<file path="src/rtl/comp_bin_pkg.sv">
// Shared types for the sequential chunked magnitude comparator: FSM states,
// comparison result encoding and its decode onto the three result flags.
package comp_bin_pkg;

   typedef enum logic [1:0] {
      IDLE = 2'd0,
      CMP  = 2'd1,
      DONE = 2'd2
   } state_t;

   typedef enum logic [1:0] {
      RES_NONE = 2'd0,
      RES_GT   = 2'd1,
      RES_EQ   = 2'd2,
      RES_LT   = 2'd3
   } res_t;

   // Returns {mayor, igual, menor}
   function automatic logic [2:0] res_flags(input res_t res);
      logic [2:0] flags;
      case (res)
         RES_GT:  flags = 3'b100;
         RES_EQ:  flags = 3'b010;
         RES_LT:  flags = 3'b001;
         default: flags = 3'b000;
      endcase
      return flags;
   endfunction

endpackage

</file>
<file path="src/rtl/comp_bin_chunk.sv">
// Combinational W-bit chunk compare; i_Flip_Msb inverts the top bit of both
// operands so a two's-complement MSB chunk orders as offset binary.
module comp_bin_chunk #(
   parameter int W = 8
) (
   input  logic [W-1:0] i_A,
   input  logic [W-1:0] i_B,
   input  logic         i_Flip_Msb,
   output logic         o_Gt,
   output logic         o_Eq
);

   logic [W-1:0] w_a;
   logic [W-1:0] w_b;

   // Offset-binary mapping of the chunk operands
   always_comb begin
      w_a        = i_A;
      w_b        = i_B;
      w_a[W-1]   = i_A[W-1] ^ i_Flip_Msb;
      w_b[W-1]   = i_B[W-1] ^ i_Flip_Msb;
   end

   assign o_Gt = (w_a > w_b);
   assign o_Eq = (w_a == w_b);

endmodule

</file>
<file path="src/rtl/comp_bin_seq.sv">
// Sequential N-bit magnitude comparator walking W-bit chunks from the MSB.
// Optional macro COMP_BIN_SEQ_FIXED_LAT_EN: always walk all chunks (fixed latency).
module comp_bin_seq #(
   parameter int N = 32,
   parameter int W = 8
) (
   input  logic         i_Clk,
   input  logic         i_Rst,
   input  logic         i_Start,
   input  logic         i_Signed,
   input  logic [N-1:0] i_A,
   input  logic [N-1:0] i_B,
   output logic         o_Busy,
   output logic         o_Done,
   output logic         o_Mayor,
   output logic         o_Igual,
   output logic         o_Menor
);
   import comp_bin_pkg::*;

   localparam int NCHUNK = N / W;
   localparam int IW     = (NCHUNK > 1) ? $clog2(NCHUNK) : 1;

   generate
      if ((W < 1) || (W > N) || ((N % W) != 0)) begin : g_bad_params
         $error("comp_bin_seq: N must be a positive multiple of W with 1 <= W <= N");
      end
   endgenerate

   state_t         r_state;
   res_t           r_res;
   logic [IW-1:0]  r_idx;
   logic [N-1:0]   r_a;
   logic [N-1:0]   r_b;
   logic           r_signed;
`ifdef COMP_BIN_SEQ_FIXED_LAT_EN
   logic           r_decided;
`endif

   logic [NCHUNK-1:0][W-1:0] w_a_vec;
   logic [NCHUNK-1:0][W-1:0] w_b_vec;
   logic                     w_flip;
   logic                     w_gt;
   logic                     w_eq;
   res_t                     w_res;

   assign w_a_vec = r_a;
   assign w_b_vec = r_b;
   assign w_flip  = r_signed && (r_idx == IW'(NCHUNK - 1));

   comp_bin_chunk #(.W(W)) u_chunk (
      .i_A        (w_a_vec[r_idx]),
      .i_B        (w_b_vec[r_idx]),
      .i_Flip_Msb (w_flip),
      .o_Gt       (w_gt),
      .o_Eq       (w_eq)
   );

   // Encode the current chunk outcome
   always_comb begin
      w_res = RES_NONE;
      if (w_eq) begin
         w_res = RES_EQ;
      end else if (w_gt) begin
         w_res = RES_GT;
      end else begin
         w_res = RES_LT;
      end
   end

   // Control FSM; outputs are registered decodes of the current state
   always_ff @(posedge i_Clk) begin
      if (i_Rst) begin
         r_state  <= IDLE;
         r_res    <= RES_NONE;
         r_idx    <= {IW{1'b0}};
         r_a      <= {N{1'b0}};
         r_b      <= {N{1'b0}};
         r_signed <= 1'b0;
`ifdef COMP_BIN_SEQ_FIXED_LAT_EN
         r_decided <= 1'b0;
`endif
         o_Busy   <= 1'b0;
         o_Done   <= 1'b0;
         o_Mayor  <= 1'b0;
         o_Igual  <= 1'b0;
         o_Menor  <= 1'b0;
      end else begin
         o_Busy <= (r_state != IDLE);
         o_Done <= (r_state == DONE);
         if (r_state == DONE) begin
            {o_Mayor, o_Igual, o_Menor} <= res_flags(r_res);
         end
         case (r_state)
            IDLE: begin
               if (i_Start) begin
                  r_a      <= i_A;
                  r_b      <= i_B;
                  r_signed <= i_Signed;
                  r_idx    <= IW'(NCHUNK - 1);
`ifdef COMP_BIN_SEQ_FIXED_LAT_EN
                  r_decided <= 1'b0;
`endif
                  r_state  <= CMP;
               end
            end
            CMP: begin
`ifdef COMP_BIN_SEQ_FIXED_LAT_EN
               // First unequal chunk from the MSB is sticky
               if (!r_decided) begin
                  r_res <= w_res;
                  if (!w_eq) begin
                     r_decided <= 1'b1;
                  end
               end
               if (r_idx == {IW{1'b0}}) begin
                  r_state <= DONE;
               end else begin
                  r_idx <= r_idx - IW'(1);
               end
`else
               if (!w_eq || (r_idx == {IW{1'b0}})) begin
                  r_res   <= w_res;
                  r_state <= DONE;
               end else begin
                  r_idx <= r_idx - IW'(1);
               end
`endif
            end
            DONE: begin
               r_state <= IDLE;
            end
            default: begin
               r_state <= IDLE;
            end
         endcase
      end
   end

endmodule

</file>
<file path="config.mk">
export PLATFORM = sky130hd
export DESIGN_NAME = comp_bin_seq
export DESIGN_NICKNAME = d
export VERILOG_FILES = /design/src/rtl/comp_bin_pkg.sv /design/src/rtl/comp_bin_chunk.sv /design/src/rtl/comp_bin_seq.sv
export SDC_FILE = /design/constraint.sdc
export NUM_CORES = 1
export LEC_CHECK = 0
export ABC_CLOCK_PERIOD_IN_PS = 3600
export CORE_UTILIZATION = 35
export DETAILED_ROUTE_END_ITERATION = 12
export MAX_ROUTING_LAYER = met4
export SLEW_MARGIN = 20
export SYNTH_ARGS = -nofsm -noshare
export SYNTH_HDL_FRONTEND = slang
export SYNTH_SLANG_ARGS = --single-unit
</file>
<file path="constraint.sdc">
create_clock -name i_Clk -period 3.6 [get_ports i_Clk]
set_clock_uncertainty 0.1 [all_clocks]
set_input_delay 0.72 -clock i_Clk [delete_from_list [all_inputs] [get_ports i_Clk]]
set_output_delay 0.72 -clock i_Clk [all_outputs]
set_load 0.02 [all_outputs]
</file>
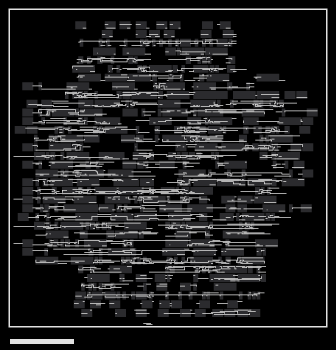
(images/met1.png)
Scale bar: 20 um.
nets with wire on the layer	472
wire length on this layer	3300 um
total detailed-routing wirelength: 7296 um
met1 usage: 19.70%
Via Count: 2722

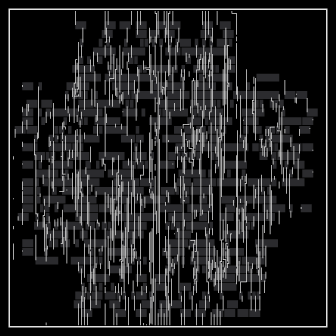
(images/met2.png)
share of all routed wire	48%
wire length on this layer	3530 um
main direction	vertical
GR Layer Usage met2: 27.25%

==> impl_metrics.tcl <==
# implementation run metrics
set metrics [dict create \
    outcome "finished, final reports clean" \
    peakVddDrop_v 0.0002865 \
    synth_area_mm2 0.003267 \
    total_power_w 0.002019 \
    ff_count 76 \
    min_path_type "reg2reg" \
    comb_cells 267 \
    drive_gt1_share_pct 9.172 \
    via_per_inst 4.905 \
    avgSynthCellArea_um2 8.597 \
    final-setup-viol-count 0 \
    setup_tns_ns 0 \
    sh_seq_area_pct 35.69 \
    buffers 78 \
    path_depth 8 \
    seqCellArea_mm2 0.001521 \
    rr_endpoint "r_res[1]" \
    ys_ff 76 \
    min_period_over_period_pct 79.28 \
    yosysWarnings 0 \
    insertion_delay_ns 0.34 \
    comb_area_mm2 0.001578 \
    finalNetCount 520 \
    slew_viol_final 0 \
    gr-total-overflow 0 \
    antenna_found_initial 0 \
    fin_area_mm2 0.004263 \
    dp_hpwl_um 5323 \
    comb_share_pct 37.01 \
    power_leakage_nw 1.592 \
    worst_path_max_delay_cell "dfxtp_1" \
    cts_num_sinks 76 \
    cts_hold_buf 0 \
    drt-initial-drc-count 76 \
    drtAntennaViolNets 0 \
    crit_path_end "r_res[1]" \
    fin_crit_ns 2.854 \
    io_buffers 72 \
    clkbuf_count 12 \
    grt_setup_unrepaired "no" \
    place_area_mm2 0.004045 \
    io_pins 73 \
    h-tree-depth 3 \
    synth_cells 380 \
    die_area_mm2 0.009724 \
    cts_tree "built" \
    ys_seq_share_pct 46.57 \
    cp.required_ns 3.75 \
    grt_max_degree 53 \
    hp-start "r_b[19]" \
    ctsResizeCount 0 \
    top_layer_used "met4" \
    p_per_area_mw_per_mm2 473.7 \
    grt.busiest_layer "met2" \
    slowest_delay_ns 0.55 \
    remaining_drc_errors 0 \
    drt-met1-wl_um 3299 \
    clockBufferDepth 2 \
    die_y_um 98.61 \
    synthToLayoutAreaGrowth_pct 30.49 \
    dr.pass1.iters 4 \
    cp_num_buf_inv 2 \
    synthXorXnorAreaFrac_pct 0.5362 \
    grt_use_total_pct 16.66 \
    min_to "r_b[19]" \
    critPathTopFamily "AND-OR/OR-AND gates" \
    inverters 10 \
    tightestPinTransition_ns 0.7201 \
    cts_buffers 9 \
    timing.fmax_ghz 0.3504 \
    critPathKind "reg2reg" \
    setup.worst_path.end_class "flip-flop" \
    root_buffer "clkbuf_8" \
    synthAdderAreaFrac_pct 3.830 \
    routedWlPerCell_um 13.15 \
    fp.coreArea_mm2 0.008891 \
    synth_cell_types 27 \
    reg2reg_depth 8 \
    ys_cells 380 \
    n_tap_cell 108 \
    crit_arrival_ns 3.01 \
    relSlewSlack_pct 51.82 \
    mux_share_pct 11.03 \
]
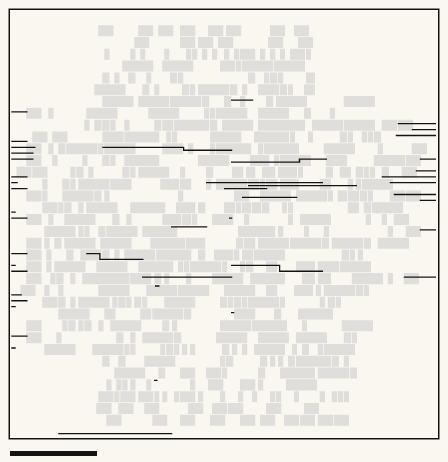
(images/met3.png)
Scale bar: 20 um.
longest straight run	26.7 um
wire length on this layer	352 um
share of all routed wire	4.8%
M3 GR Usage: 4.823%

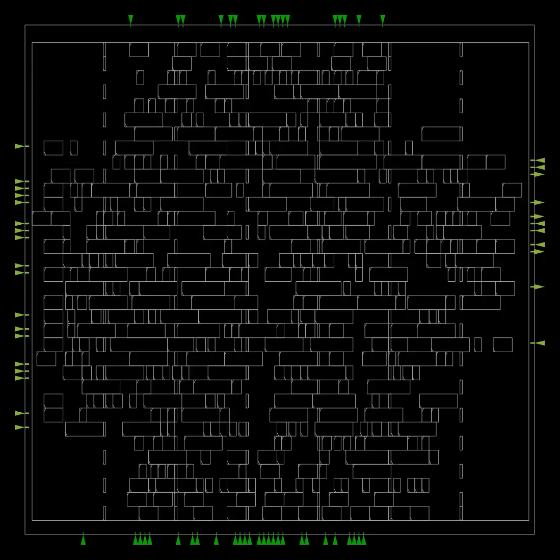
(images/final_placement.png)
final std cells w/o fill: 555
FP Rows: 34

## cells in the final DEF (no fill, tap or decap), types with 2 or more instances in the layout
master,instances
clkbuf_8,10
inv_1,10
nand2_1,135
nand4_1,2
clkdlybuf4s50_1,71
a21oi_1,70
dfxtp_1,76
mux4_2,16
buf_4,5
nor3b_1,2
ha_1,10
bufinv_16,2
nor2_1,12
a21o_1,3
nor3_1,2
a211oi_1,2
clkbuf_1,2
## through the flow
step	worst slack [ns]	cells	hold slack, ns	utilization [%]
after floorplan	1.043	380	0.3331	-
after global placement	0.8097	539	0.3412	45.50
after detailed placement	0.7174	539	0.3490	45.50
after CTS	0.7057	555	0.3594	47.95
after global routing	0.5825	555	0.3739	47.95
final	0.7459	555	0.3555	47.95
## Yosys cell counts (all sizes together)
library cell	number	area [um2]
a211oi	2	15.01
a21o	3	22.52
a21oi	70	350.3
a221o	1	10.01
a22oi	1	7.510
a311oi	1	8.760
and2	1	6.260
and2b	1	7.510
buf	16	92.59
clkbuf	11	41.29
dfxtp	76	1521
ha	10	125.1
inv	10	37.54
mux4	16	360.4
nand2	136	510.5
nand2b	1	6.260
nand4	2	12.51
nor2	12	45.04
nor3	2	10.01
nor3b	2	15.01
nor4b	1	23.77
o21bai	1	7.510
or2	1	6.260
or3	1	6.260
xnor2	1	8.760
xor2	1	8.760
## registers in the layout, summed over array words and instances, names as in the netlist
name	flops
o_Busy	1
o_Done	1
o_Igual	1
o_Mayor	1
o_Menor	1
r_a	32
r_b	32
r_idx	2
r_res	2
r_signed	1
r_state	2
## power by group
group	internal (W)	switching [W]
Clock	0.000409	0.000297
Sequential	0.000900	0.0000388
Combinational	0.000194	0.000181
Total	0.00150	0.000517
## kinds of logic after synthesis
family	Yosys count
xor+xnor	2
buf+inv	37
mux	16
flops	76
fa+ha+maj	10
simple gates	160
compound gates	79
Power figures rest on the tool's default switching activity, not on a simulated workload.
